File: config.mk
export PLATFORM = sky130hd
export DESIGN_NAME = perip_dma
export DESIGN_NICKNAME = d
export VERILOG_FILES = /design/src/rtl/perip_dma.sv
export SDC_FILE = /design/constraint.sdc
export NUM_CORES = 1
export LEC_CHECK = 0
export CAP_MARGIN = 25
export CORE_MARGIN = 3
export CORE_UTILIZATION = 25
export CTS_CLUSTER_DIAMETER = 100
export CTS_CLUSTER_SIZE = 20
export DETAILED_ROUTE_END_ITERATION = 16
export GPL_ROUTABILITY_DRIVEN = 0
export PLACE_DENSITY = 0.49
export SLEW_MARGIN = 40
export SYNTH_ARGS = -nofsm -noshare
export SYNTH_HDL_FRONTEND = slang
export SYNTH_SLANG_ARGS = --single-unit
File: constraint.sdc
create_clock -name clk_i -period 2.1 [get_ports clk_i]
set_input_delay 0.315 -clock clk_i [delete_from_list [all_inputs] [get_ports clk_i]]
set_output_delay 0.315 -clock clk_i [all_outputs]
set_load 0.02 [all_outputs]
File: src/rtl/perip_dma.sv
// rtl/perip_dma.sv - word copy engine acting as initiator on the peripheral memory bus
//
// Purpose: copies len_i 32-bit words from src_addr_i to dst_addr_i, one read
// and one write per word, after requesting bus ownership from the core.
// Optional feature macro: PERIP_DMA_FILL_EN (fill_i=1 writes fill_val_i to
// every destination word, 1 cycle/word, no reads).
//
// Ports:
//   clk_i, rst_i                  clock, synchronous active-high reset
//   start_i                       1-cycle job request, sampled only in IDLE
//   src_addr_i, dst_addr_i        word-aligned byte addresses
//   len_i                         number of words (0 = immediate done)
//   fill_i, fill_val_i            fill mode select and fill word
//   busy_o, done_o, err_o         status: job active, completion pulse, misalignment pulse
//   bus_req_o, bus_gnt_i          bus ownership handshake with the core
//   mem_rw_o, mem_addr_o,
//   mem_wdata_o, mem_rdata_i      memory bus (rdata valid the cycle after address)
module perip_dma #(
    parameter int LEN_W     = 16,
    parameter int ADDR_STEP = 4
) (
    input  logic             clk_i,
    input  logic             rst_i,
    input  logic             start_i,
    input  logic [31:0]      src_addr_i,
    input  logic [31:0]      dst_addr_i,
    input  logic [LEN_W-1:0] len_i,
    input  logic             fill_i,
    input  logic [31:0]      fill_val_i,
    output logic             busy_o,
    output logic             done_o,
    output logic             err_o,
    output logic             bus_req_o,
    input  logic             bus_gnt_i,
    output logic             mem_rw_o,
    output logic [31:0]      mem_addr_o,
    output logic [31:0]      mem_wdata_o,
    input  logic [31:0]      mem_rdata_i
);

    typedef enum logic [2:0] {
        S_IDLE = 3'd0,
        S_REQ  = 3'd1,
        S_RD   = 3'd2,
        S_RDW  = 3'd3,
        S_WR   = 3'd4,
        S_DONE = 3'd5
    } state_t;

    state_t             state_q, state_d;
    logic [31:0]        src_q, src_d;
    logic [31:0]        dst_q, dst_d;
    logic [LEN_W-1:0]   rem_q, rem_d;
    logic [31:0]        buf_q, buf_d;
    logic [31:0]        addr_q, addr_d;
    logic               err_q, err_d;
    logic               fill_mode;
    logic               start_fill;

`ifdef PERIP_DMA_FILL_EN
    logic fill_q;

    always_ff @(posedge clk_i) begin
        if (rst_i) begin
            fill_q <= 1'b0;
        end else if (state_q == S_IDLE && start_i) begin
            fill_q <= fill_i;
        end
    end

    assign fill_mode  = fill_q;
    assign start_fill = fill_i;
`else
    logic unused_fill;
    assign unused_fill = ^{fill_i, fill_val_i};
    assign fill_mode   = 1'b0;
    assign start_fill  = 1'b0;
`endif

    always_ff @(posedge clk_i) begin
        if (rst_i) begin
            state_q <= S_IDLE;
            src_q   <= '0;
            dst_q   <= '0;
            rem_q   <= '0;
            buf_q   <= '0;
            addr_q  <= '0;
            err_q   <= 1'b0;
        end else begin
            state_q <= state_d;
            src_q   <= src_d;
            dst_q   <= dst_d;
            rem_q   <= rem_d;
            buf_q   <= buf_d;
            addr_q  <= addr_d;
            err_q   <= err_d;
        end
    end

    always_comb begin
        state_d   = state_q;
        src_d     = src_q;
        dst_d     = dst_q;
        rem_d     = rem_q;
        buf_d     = buf_q;
        addr_d    = addr_q;   // bus address holds its last value when not driven
        err_d     = 1'b0;
        busy_o    = 1'b0;
        done_o    = 1'b0;
        bus_req_o = 1'b0;
        mem_rw_o  = 1'b0;

        case (state_q)
            S_IDLE: begin
                if (start_i) begin
                    // Fill jobs never read, so only the destination must be aligned.
                    if ((dst_addr_i[1:0] != 2'b00) ||
                        (!start_fill && src_addr_i[1:0] != 2'b00)) begin
                        err_d = 1'b1;
                    end else begin
                        src_d = src_addr_i;
                        dst_d = dst_addr_i;
                        rem_d = len_i;
`ifdef PERIP_DMA_FILL_EN
                        if (fill_i) buf_d = fill_val_i;
`endif
                        state_d = (len_i == '0) ? S_DONE : S_REQ;
                    end
                end
            end
            S_REQ: begin
                busy_o    = 1'b1;
                bus_req_o = 1'b1;
                if (bus_gnt_i) state_d = fill_mode ? S_WR : S_RD;
            end
            S_RD: begin
                busy_o    = 1'b1;
                bus_req_o = 1'b1;
                addr_d    = src_q;
                if (bus_gnt_i) state_d = S_RDW;
            end
            S_RDW: begin
                busy_o    = 1'b1;
                bus_req_o = 1'b1;
                addr_d    = src_q;
                // Without grant the returned data belongs to the core's access,
                // so the read is reissued from RD.
                if (bus_gnt_i) begin
                    buf_d   = mem_rdata_i;
                    state_d = S_WR;
                end else begin
                    state_d = S_RD;
                end
            end
            S_WR: begin
                busy_o    = 1'b1;
                bus_req_o = 1'b1;
                addr_d    = dst_q;
                if (bus_gnt_i) begin
                    mem_rw_o = 1'b1;
                    src_d    = src_q + 32'(ADDR_STEP);
                    dst_d    = dst_q + 32'(ADDR_STEP);
                    rem_d    = rem_q - LEN_W'(1);
                    if (rem_q == LEN_W'(1)) state_d = S_DONE;
                    else                    state_d = fill_mode ? S_WR : S_RD;
                end
            end
            S_DONE: begin
                done_o  = 1'b1;
                state_d = S_IDLE;
            end
            default: state_d = S_IDLE;
        endcase
    end

    assign err_o       = err_q;
    assign mem_addr_o  = addr_d;
    assign mem_wdata_o = buf_q;

endmodule

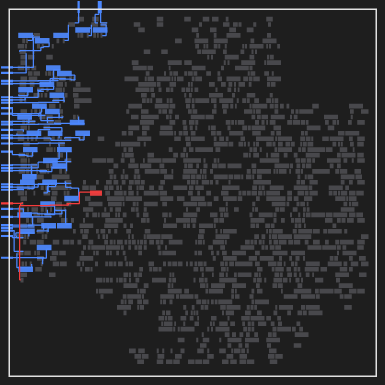
Fig. 1. Wires at chosen ports, followed through buffers.
Scale: 2 px per µm.
legend:
  blue:
    port: mem_wdata_o
    bits: 32
    direction: output
    edge: 29 west, 3 north
    end_cells: 32
    wire: 982 µm
  red:
    port: busy_o
    bits: 1
    direction: output
    edge: west
    end_cells: 1
    wire: 93.1 µm

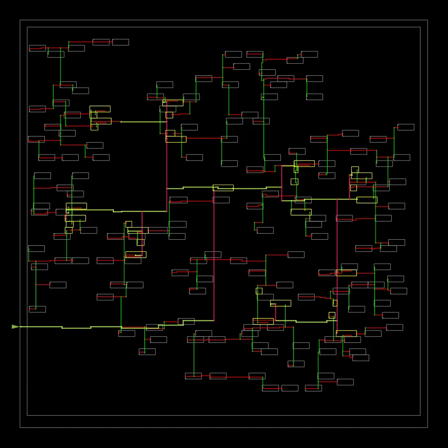
Fig. 2. Clock routing.
sequential cell count: 148
later-pin clock latency in the skew report: 450 ps

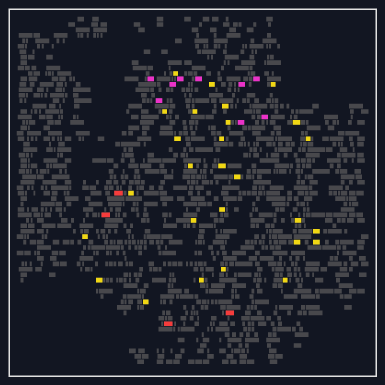
Fig. 3. Selected gate families.
Scale: 2 px per µm.
legend:
  magenta:
    family: mux cells
    cells: 9
    most_used: mux2i_1
    where: north
  yellow:
    family: non-inverting ao/oa cells
    cells: 27
    most_used: a21o_1
  red:
    family: fa/ha/maj cells
    cells: 4
    most_used: ha_1

==> report_table.html <==
<h2>Implementation results</h2>
<table>
<tr><th>Metric</th><th>Value</th></tr>
<tr><th colspan="2">Synthesis</th></tr>
<tr><td>EDFF count, synth</td><td>0</td></tr>
<tr><td>Largest logic family</td><td>simple AND/OR/NAND/NOR gates</td></tr>
<tr><td>Most instantiated library cell after synthesis</td><td>sky130_fd_sc_hd__nand2_1</td></tr>
<tr><td>Dominant synthesized flop cell</td><td>sky130_fd_sc_hd__dfxtp_1</td></tr>
<tr><td>Netlist cell types</td><td>75</td></tr>
<tr><td>Flops out of synthesis</td><td>148</td></tr>
<tr><td>Synthesized area per cell</td><td>7.54 µm²</td></tr>
<tr><td>Area share of the largest cell type after synthesis</td><td>a little under two fifths</td></tr>
<tr><th colspan="2">Pwr</th></tr>
<tr><td>Share of power burned in combinational logic</td><td>8.4%</td></tr>
<tr><td>Reported net switching power</td><td>1.66 mW</td></tr>
<tr><td>Largest vdd supply drop</td><td>0.470 mV</td></tr>
<tr><td>Power per unit of standard cell area</td><td>539 nW/µm²</td></tr>
<tr><td>Power Internal</td><td>about 4.7 mW</td></tr>
<tr><td>Largest power group</td><td>clock</td></tr>
<tr><td>Comb group</td><td>528 µW</td></tr>
<tr><th colspan="2">Setup path</th></tr>
<tr><td>Buffering stage count on the worst path with inverters included</td><td>3</td></tr>
<tr><td>Depth of the critical timing path with buffers and inverters included</td><td>6</td></tr>
<tr><td>Worst path arrival time</td><td>1850 ps</td></tr>
<tr><td>Maximum cell stage delay along the critical path</td><td>around 360 ps</td></tr>
<tr><td>Classification of the worst setup path</td><td>reg -&gt; out</td></tr>
<tr><td>Highest fanout seen on the critical path</td><td>6</td></tr>
<tr><td>Crit path required time</td><td>1780 ps</td></tr>
<tr><td>Cell occurring most often along the worst timing path</td><td>sky130_fd_sc_hd__buf_6</td></tr>
<tr><td>Reg-to-reg setup timing slack</td><td>-50 ps</td></tr>
<tr><td>Logic depth of the worst register-to-register path</td><td>8</td></tr>
<tr><td>Worst flop-to-flop path startpoint</td><td>state_q[0]$_SDFFE_PP0P_</td></tr>
<tr><th colspan="2">Clock tree</th></tr>
<tr><td>Bufs on Longest Clock Path</td><td>2</td></tr>
<tr><td>Count of hold buffers inserted by post-cts repair</td><td>0</td></tr>
<tr><td>Number of H-tree branching levels</td><td>4</td></tr>
<tr><td>Number of sinks driven by the clock tree</td><td>148</td></tr>
<tr><td>CTS tree</td><td>yes</td></tr>
<tr><td>Number of instances resized during post-cts repair</td><td>approximately 210</td></tr>
<tr><th colspan="2">Routing</th></tr>
<tr><td>Routed length on met2</td><td>roughly 14,000 µm</td></tr>
<tr><td>Vias</td><td>8,686</td></tr>
<tr><td>Routed Wire Length</td><td>30,800 µm</td></tr>
<tr><th colspan="2">Placed design</th></tr>
<tr><td>Worst Setup Slack post-DPL</td><td>-364 ps</td></tr>
<tr><td>Placed wire-length estimate after detailed placement</td><td>approximately 22,000 µm</td></tr>
<tr><td>I/O Buffers</td><td>about 180</td></tr>
<tr><th colspan="2">Global routing</th></tr>
<tr><td>Global-route track usage on met3</td><td>5.38%</td></tr>
<tr><td>Antenna violations before repair</td><td>2</td></tr>
<tr><td>Met2 Usage GRT</td><td>28.2%</td></tr>
<tr><td>Met1 GRT Util</td><td>between 20% and 30%</td></tr>
<tr><td>Global-route wire length before repair</td><td>47,100 µm</td></tr>
<tr><th colspan="2">Cells and area</th></tr>
<tr><td>Clk tree area frac</td><td>4.66%</td></tr>
<tr><td>Portion of the layout cell area used by non-clock buffers</td><td>24.9%</td></tr>
<tr><td>Filler cells</td><td>3,207</td></tr>
<tr><td>Share of post-route cells with drive strength above 1</td><td>about a fifth</td></tr>
<tr><td>Final std cell area, no fill</td><td>11,700 µm²</td></tr>
<tr><td>Cell kind with the greatest summed area</td><td>multi-input combinational cells</td></tr>
<tr><td>Count of multi-input gates</td><td>789</td></tr>
<tr><th colspan="2">Timing</th></tr>
<tr><td>Top achievable clock speed</td><td>462 MHz</td></tr>
<tr><td>Final setup margin</td><td>-64.0 ps</td></tr>
<tr><td>Final setup violating endpoints</td><td>11</td></tr>
<tr><td>Final worst clock skew</td><td>16.0 ps</td></tr>
<tr><td>Worst slack on hold paths</td><td>166 ps</td></tr>
<tr><td>Final-report max-slew violation count</td><td>0</td></tr>
<tr><th colspan="2">Hold path</th></tr>
<tr><td>Critical hold path startpoint</td><td>rst_i</td></tr>
<tr><td>Hold path cells</td><td>2</td></tr>
<tr><td>Hold crit path type</td><td>in -&gt; reg</td></tr>
<tr><td>Endpoint of the worst hold path</td><td>src_q[24]$_SDFFE_PP0P_</td></tr>
<tr><th colspan="2">Status</th></tr>
<tr><td>Violated checks</td><td>setup timing</td></tr>
<tr><td>Run status</td><td>finished with violations</td></tr>
<tr><th colspan="2">Floorplan</th></tr>
<tr><td>Initial core utilization</td><td>between 20 and 30%</td></tr>
<tr><td>Die outline width</td><td>183 µm</td></tr>
<tr><td>Core area</td><td>between 30,000 and 40,000 µm²</td></tr>
<tr><th colspan="2">Run</th></tr>
<tr><td>Number of max-capacitance violations reported</td><td>0</td></tr>
</table>
Power and IR drop assume default switching activity.
